### src/rtl/pc_issue_ctrl.sv
// Issue/hazard controller for the program counter: tracks in-flight register
// writes, stalls on read-after-write hazards and resolves branches.
module pc_issue_ctrl #(
    parameter int PC_W       = 6,
    parameter int REG_W      = 6,
    parameter int DEPTH      = 3,
    parameter int BR_TIMEOUT = 15
) (
    input  logic             clk,
    input  logic             rst_n,
    input  logic             issue_valid,
    input  logic [REG_W:0]   issue_dest,
    input  logic [REG_W-1:0] src_a,
    input  logic             src_a_used,
    input  logic [REG_W-1:0] src_b,
    input  logic             src_b_used,
    input  logic             is_branch,
    input  logic [PC_W-1:0]  br_target,
    input  logic [2:0]       br_args,
    input  logic             br_resolve,
    input  logic [2:0]       comp,
    output logic             issue_accept,
    output logic             stall_override,
    output logic             take_branch,
    output logic [PC_W-1:0]  branch_loc,
    output logic             timeout_err
);
    typedef enum logic {RUN = 1'b0, BR_WAIT = 1'b1} state_t;

    // Last counter value before the wait is abandoned as not taken.
    localparam logic [7:0] TIMEOUT_LAST = 8'(BR_TIMEOUT - 1);

    state_t           state_reg;
    logic [DEPTH-1:0] sb_valid_reg;
    logic [REG_W-1:0] sb_dest_reg [DEPTH];
    logic [7:0]       wait_cnt_reg;
    logic [PC_W-1:0]  pend_target_reg;
    logic [2:0]       pend_args_reg;
    logic             take_branch_reg;
    logic [PC_W-1:0]  branch_loc_reg;
    logic             timeout_err_reg;

    logic [DEPTH-1:0] match_a;
    logic [DEPTH-1:0] match_b;
    logic             hazard;

    genvar gi;
    generate
        for (gi = 0; gi < DEPTH; gi++) begin : g_match
            assign match_a[gi] = sb_valid_reg[gi] && (sb_dest_reg[gi] == src_a);
            assign match_b[gi] = sb_valid_reg[gi] && (sb_dest_reg[gi] == src_b);
        end
    endgenerate

    assign hazard = issue_valid && ((src_a_used && (|match_a)) || (src_b_used && (|match_b)));

    assign issue_accept   = rst_n && (state_reg == RUN) && issue_valid && !hazard;
    assign stall_override = rst_n && ((state_reg == BR_WAIT) || hazard);
    assign take_branch    = take_branch_reg;
    assign branch_loc     = branch_loc_reg;
    assign timeout_err    = timeout_err_reg;

    // Scoreboard shifts every cycle; a non-issuing cycle inserts a bubble.
    always_ff @(posedge clk) begin
        if (!rst_n) begin
            sb_valid_reg <= '0;
            for (int i = 0; i < DEPTH; i++) begin
                sb_dest_reg[i] <= '0;
            end
        end else begin
            sb_valid_reg[0] <= issue_accept && issue_dest[REG_W];
            sb_dest_reg[0]  <= issue_dest[REG_W-1:0];
            for (int i = 1; i < DEPTH; i++) begin
                sb_valid_reg[i] <= sb_valid_reg[i-1];
                sb_dest_reg[i]  <= sb_dest_reg[i-1];
            end
        end
    end

    always_ff @(posedge clk) begin
        if (!rst_n) begin
            state_reg       <= RUN;
            wait_cnt_reg    <= '0;
            pend_target_reg <= '0;
            pend_args_reg   <= '0;
            take_branch_reg <= 1'b0;
            branch_loc_reg  <= '0;
            timeout_err_reg <= 1'b0;
        end else begin
            take_branch_reg <= 1'b0;
            case (state_reg)
                RUN: begin
                    if (issue_accept && is_branch) begin
                        pend_target_reg <= br_target;
                        pend_args_reg   <= br_args;
                        wait_cnt_reg    <= '0;
                        state_reg       <= BR_WAIT;
                    end
                end
                BR_WAIT: begin
                    wait_cnt_reg <= wait_cnt_reg + 8'd1;
                    // A resolve on the final wait cycle takes precedence over the timeout.
                    if (br_resolve) begin
                        state_reg <= RUN;
                        if (|(pend_args_reg & comp)) begin
                            take_branch_reg <= 1'b1;
                            branch_loc_reg  <= pend_target_reg;
                        end
                    end else if (wait_cnt_reg == TIMEOUT_LAST) begin
                        timeout_err_reg <= 1'b1;
                        state_reg       <= RUN;
                    end
                end
                default: state_reg <= RUN;
            endcase
        end
    end
endmodule

### config.mk
export PLATFORM = sky130hd
export DESIGN_NAME = pc_issue_ctrl
export DESIGN_NICKNAME = d
export VERILOG_FILES = /design/src/rtl/pc_issue_ctrl.sv
export SDC_FILE = /design/constraint.sdc
export NUM_CORES = 1
export LEC_CHECK = 0
export ABC_CLOCK_PERIOD_IN_PS = 4700
export CAP_MARGIN = 30
export CELL_PAD_IN_SITES_DETAIL_PLACEMENT = 2
export CELL_PAD_IN_SITES_GLOBAL_PLACEMENT = 2
export CORE_ASPECT_RATIO = 0.9
export CORE_UTILIZATION = 25
export DETAILED_ROUTE_END_ITERATION = 10
export GPL_TIMING_DRIVEN = 0
export PLACE_DENSITY = 0.77
export SLEW_MARGIN = 20
export SYNTH_ARGS = -nofsm -noshare
export SYNTH_HDL_FRONTEND = slang
export SYNTH_SLANG_ARGS = --single-unit
### constraint.sdc
create_clock -name clk -period 4.7 [get_ports clk]
set_clock_uncertainty 0.2 [all_clocks]
set_input_delay 0.94 -clock clk [delete_from_list [all_inputs] [get_ports clk]]
set_output_delay 0.94 -clock clk [all_outputs]
set_load 0.03 [all_outputs]
### Sequential cells grouped by signal name, run 1

Other sequential cells in the stronger gray, the rest of the logic in the fainter gray.
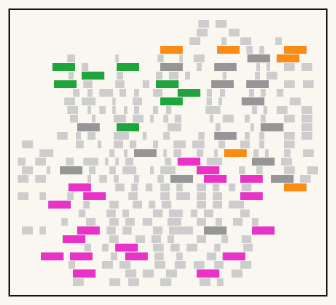
- wait_cnt_reg: green (sequential cells 8)
- sb_dest_reg: magenta (sequential cells 18)
- branch_loc: orange (sequential cells 6; where north-east)
- not colored: 15

### Clock network drawn from the DEF, run 1

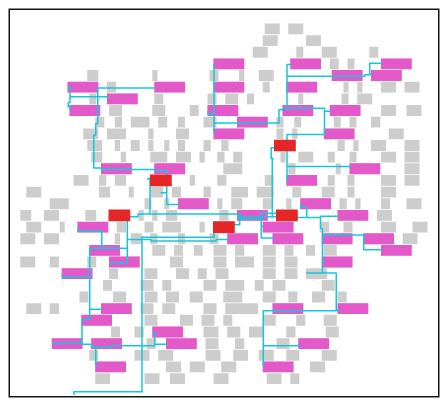
- clock-net drivers: red (count 5)
- flip-flops: magenta (count 47)
- clock wires: cyan (length 603 um)
- flops lie: all over the die
- routed clock nets: 6

==> impl_metrics.tcl, run 1 <==
# flow metrics
set metrics [dict create \
    postSynth.asyncResetShare 0 \
    outcome "completed" \
    largest_reg_flops 18 \
    setup.worst_path.end_class "primary output" \
    startpoint "src_b[0]" \
    gr-usage-met2 0.225 \
    p_switching_uw 205 \
    antenna_cells 0 \
    fin_crit_sh 0.918 \
    routed_wirelength_um 6050 \
    synthCells 223 \
    crit_slowest_cell "clkdlybuf4s50_1" \
    critPathTopFamily "buffers and inverters" \
    pre_cts_slack_ns 0.0501 \
    cts_sinks 47 \
    antenna_found_initial 0 \
    largest_class "logic gates" \
    fp-utilization 0.263 \
    fin_setup_tns_ns 0 \
    inv_count 3 \
    buffers 56 \
    dr.pass1.iters 4 \
    cp.depth 7 \
    die_x_um 99.9 \
    hold_class "reg -> reg" \
    startpoint_type "input pin" \
    dp_cells 384 \
    comb_area_sq_mm 0.00116 \
    ant_nets 0 \
    syn_area_per_cell_sq_um 9.67 \
    ys_cells 223 \
    ys.warnings.count 0 \
    pwr-share-clk 0.330 \
    pg_clk_uw 263 \
    netlist.area_leader.share 0.436 \
    hold_path.startpoint "pend_target_reg[0]$_SDFFE_PN0P_" \
    relSlewSlack 0.451 \
    drive_gt1_frac 0.0686 \
    fin_ws_ns 0.386 \
    whs_ns 0.256 \
    reg2reg_slack_ns 2.67 \
    area_leaders "dfxtp_1 (44%), xnor2_1 (8.1%), xor2_1 (8.1%)" \
    synthFlopType "dfxtp_1" \
    synth_nets 263 \
    worstMarginPinSlew_ns 0.820 \
    synth.largest_area_cell "dfxtp_1" \
    post-route-drc-count 0 \
    seq_area_sq_um 941 \
    core-area_sq_mm 0.00818 \
    edf_count 0 \
    drv_slew 0 \
    setup_viol 0 \
    ys.flops 47 \
    worstPathCellList "clkdlybuf4s50_1 > xor2_1 > nor4_2 > o31ai_4 > nand2_1 > nor2_1 > clkdlybuf4s50_1" \
    reg2reg_depth 7 \
    finalCriticalPeriod_ns 4.31 \
    insertion_delay_ns 0.30 \
    ff_count 47 \
    rows 31 \
    grt_start_max_net_pins 16 \
    clock_area_frac 0.0336 \
    switching_share 0.258 \
    powerDensity_mw_per_mm2 277 \
    fin_util 0.351 \
    p_comb_uw 109 \
    worstHoldEndpoint "pend_target_reg[0]$_SDFFE_PN0P_" \
]
### Routing congestion map, run 1

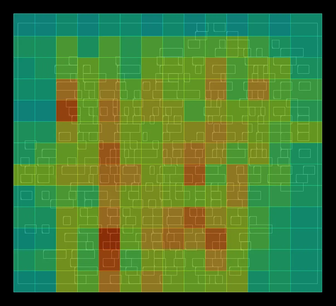
overall global routing resource usage: 0.143
WL per Instance: 15.4 um
grt peak-use layer: met2
met3 Use GR: 0.0280

==> run 1: metal layers <==
metal,part of all wire,vias to the layer above
li1,-,872
met1,0.50,871
met2,0.46,34
met3,0.035,6
met4,0.0094,0
met5,0,-
==> run 1: Yosys cell counts, types with 2 or more instances <==
library cell,instances
o21ai_1,9
and3_1,6
nand3_1,13
nor4_1,5
nor3_1,3
ha_1,2
inv_1,3
nand2_1,14
xnor2_1,20
nand3b_1,2
nor2_1,3
nand4_1,9
a41o_1,3
buf_4,2
and2_1,22
o21ai_0,3
nor2b_1,6
nand2b_1,2
xor2_1,20
dfxtp_1,47
clkbuf_1,5
mux2i_1,6
==> run 1: cell usage in the layout, fill, tap and decap left out, types with 5 or more instances in the layout <==
cell type | netlist | layout
dfxtp_1 | 47 | 47
clkdlybuf4s50_1 | 0 | 45
and2_1 | 22 | 22
xor2_1 | 20 | 20
xnor2_1 | 20 | 20
nand2_1 | 14 | 14
nand3_1 | 13 | 13
nand4_1 | 9 | 9
o21ai_1 | 9 | 9
and3_1 | 6 | 6
mux2i_1 | 6 | 6
nor2b_1 | 6 | 6
clkbuf_8 | 0 | 6
clkbuf_1 | 5 | 5
==> run 1: cells by family (layout without fill, tap and decap cells) <==
kind of cell             after synthesis  in the layout  share of synthesized area
buffers and inverters                 13             67                     0.0302
AND/OR/NAND/NOR                       91             91                      0.246
multiplexers                           6              6                     0.0279
flip-flops                            47             47                      0.436
AND-OR/OR-AND                         24             24                     0.0853
adder cells (fa/ha/maj)                2              2                     0.0116
XOR/XNOR                              40             40                      0.163
==> run 1: what timing repair did <==
item,4_1_cts,5_1_grt
resized,0,3
hold buffers,0,0
endpoints found under the setup margin,0,1
endpoints found under the hold margin,0,0
==> run 2, diff against run 1 <==
--- a/config.mk
+++ b/config.mk
@@ -7,13 +7,13 @@
 export LEC_CHECK = 0
 export ABC_CLOCK_PERIOD_IN_PS = 4700
 export CAP_MARGIN = 30
-export CELL_PAD_IN_SITES_DETAIL_PLACEMENT = 2
-export CELL_PAD_IN_SITES_GLOBAL_PLACEMENT = 2
+export CELL_PAD_IN_SITES_DETAIL_PLACEMENT = 0
+export CELL_PAD_IN_SITES_GLOBAL_PLACEMENT = 1
 export CORE_ASPECT_RATIO = 0.9
 export CORE_UTILIZATION = 25
 export DETAILED_ROUTE_END_ITERATION = 10
 export GPL_TIMING_DRIVEN = 0
-export PLACE_DENSITY = 0.77
+export PLACE_DENSITY_LB_ADDON = 0.1
 export SLEW_MARGIN = 20
 export SYNTH_ARGS = -nofsm -noshare
 export SYNTH_HDL_FRONTEND = slang
### Sequential cells grouped by signal name, run 2

Other sequential cells in the stronger gray, the rest of the logic in the fainter gray.
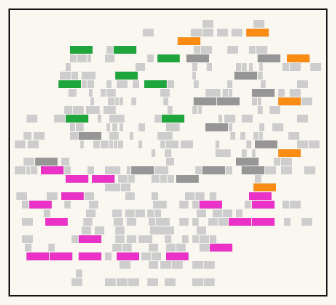
P_seq: 424 uW
FF+latch area: 941 sq um

### Cells colored by class, run 2

The bar under the picture is 20 um long.
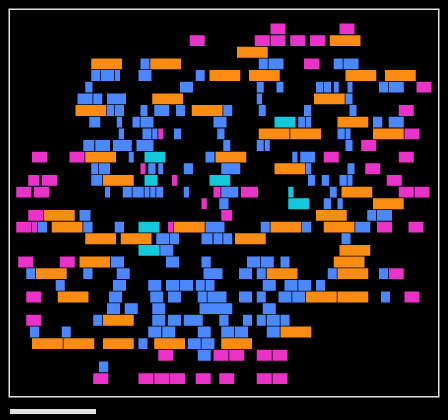
- remaining logic cells: blue (cells 166; share of their area 43%)
- clock drivers and dummy loads: cyan (cells 8; share of their area 3.5%)
- sequential cells: orange (cells 47; share of their area 35%)
- remaining buffers and delay cells: magenta (cells 56; share of their area 19%)

==> run 2 against run 1 <==
First-iteration DRC count grew 2.4%. Setup slack lost 0.23 ns. Via count shrank 6.7%. Wire length shrank 10%. Total power shrank 0.59%. Sequential share of layout area is essentially flat. Combinational power is essentially flat. Global-route usage shrank 1.5 points. Critical path depth grew 1. Hold slack lost 0.00065 ns. Critical endpoint is now stall_override. Highest routed layer unchanged.
==> impl_metrics.tcl, run 2 <==
# flow metrics
set metrics [dict create \
    highest_layer "met4" \
    met1Wirelength_um 2950 \
    fin_area_sq_mm 0.00287 \
    ys.flops 47 \
    drt_iter0_drc 43 \
    post-route-drc-count 0 \
    relSlewSlack 0.471 \
    ant_nets 0 \
    switching_share 0.253 \
    antenna_cells 0 \
    setup_viol 0 \
    drv_slew 0 \
    final_cell_mix "dfxtp_1 (47), clkdlybuf4s50_1 (46), and2_1 (22)" \
    pwr-share-clk 0.330 \
    hold_path.startpoint "pend_target_reg[3]$_SDFFE_PN0P_" \
    startpoint "src_b[2]" \
    grt.busiest_layer "met1" \
    antenna_found_initial 0 \
    met3WireLength_um 236 \
    insertion_delay_ns 0.30 \
    pre_cts_slack_ns 0.0639 \
    globalRouteTotalUtil 0.128 \
    hold_buffers 0 \
    postSynth.asyncResetShare 0 \
    setup.worst_path.end_class "primary output" \
    power_uw 791 \
    largest_reg_flops 18 \
    cts_resized 0 \
    die_x_um 99.9 \
    reg2reg_depth 7 \
    grt_use_met3 0.0397 \
    cp.depth 8 \
    hold_class "reg -> reg" \
    area_leaders "dfxtp_1 (44%), xnor2_1 (8.1%), xor2_1 (8.1%)" \
    dp_cells 384 \
    p_switching_uw 200 \
    synthFlopType "dfxtp_1" \
    routed_wirelength_um 5440 \
    rows 31 \
    worstMarginPinSlew_ns 0.791 \
    worstPathCellList "clkdlybuf4s50_1 > xnor2_1 > nand4_1 > nor4_2 > o31ai_4 > buf_2 > a31oi_1 > clkdlybuf4s50_1" \
    finalCriticalPeriod_ns 4.55 \
    ys.warnings.count 0 \
    wl_per_cell_um 13.9 \
    fin_util 0.350 \
    critPathTopFamily "buffers and inverters" \
    edf_count 0 \
    crit_slowest_cell "clkdlybuf4s50_1" \
    wl_met2_um 2210 \
    reg2reg_slack_ns 2.74 \
    layout.cells.most_common "dfxtp_1" \
    netlist.area_leader.share 0.436 \
    synth_nets 263 \
    outcome "completed" \
    rr_startpoint "sb_dest_reg[0][10]$_SDFF_PN0_" \
    ys_cells 223 \
    synth_dominant_cell_count "dfxtp_1" \
    fin_setup_tns_ns 0 \
    fin_ws_ns 0.154 \
    core-area_sq_mm 0.00818 \
    powerDensity_mw_per_mm2 276 \
    synth.largest_area_cell "dfxtp_1" \
    drive_gt1_frac 0.0650 \
    dr.pass1.iters 4 \
    fin_crit_sh 0.967 \
    grt_setup_unrepaired "false" \
    common_cells "dfxtp_1 (47), and2_1 (22), xnor2_1 (20), xor2_1 (20), nand2_1 (14)" \
    grt_start_max_net_pins 15 \
    synthCells 223 \
    whs_ns 0.255 \
]
==> run 2: worst register-to-register path, stage by stage, from the launching register on <==
cell     delay (ns)
dfxtp_1        0.39
xnor2_1        0.15
nand4_1        0.17
o41ai_1        0.40
o31ai_2        0.10
buf_4          0.20
nand2_4        0.12
a41o_1         0.17
==> run 2: cell type report <==
cell class	instances	area (sq um)	area share
clock inverters	1	8.76	0.00305
well taps	115	144	0.0502
flip-flops and latches	47	941	0.328
clock buffers	7	86.3	0.0301
inverters	3	11.3	0.00393
multi-input cells	163	1160	0.405
repair buffers	46	460	0.161
plain buffers	10	53.8	0.0188
==> run 2: worst min-delay path by stage <==
stage | end | cells past startpoint | slack (ns)
4_1_cts | pend_args_reg[0]$_SDFFE_PN0P_ | 2 | 0.26
3_5_place_dp | pend_args_reg[0]$_SDFFE_PN0P_ | 2 | 0.25
2_1_floorplan | pend_args_reg[2]$_SDFFE_PN0P_ | 2 | 0.23
5_1_grt | pend_args_reg[2]$_SDFFE_PN0P_ | 2 | 0.27
3_3_place_gp | pend_args_reg[2]$_SDFFE_PN0P_ | 2 | 0.24
6_report | pend_target_reg[3]$_SDFFE_PN0P_ | 2 | 0.26
==> run 2: logic make-up after synthesis <==
family | Yosys count | share of synthesized area
compound gates | 24 | 0.0853
xor+xnor | 40 | 0.163
fa+ha+maj | 2 | 0.0116
buf+inv | 13 | 0.0302
flops | 47 | 0.436
mux | 6 | 0.0279
simple gates | 91 | 0.246
==> run 2: power by group through the flow <==
stage	Clock, mW	Combinational [mW]	Sequential, mW
after floorplan	0	0.0525	0.430
after global placement	0	0.107	0.434
after detailed placement	0	0.106	0.433
after global routing	0.295	0.116	0.426
final	0.261	0.106	0.424
after CTS	0.272	0.107	0.424
No activity file was given, so power comes from the tool's default toggle rates.
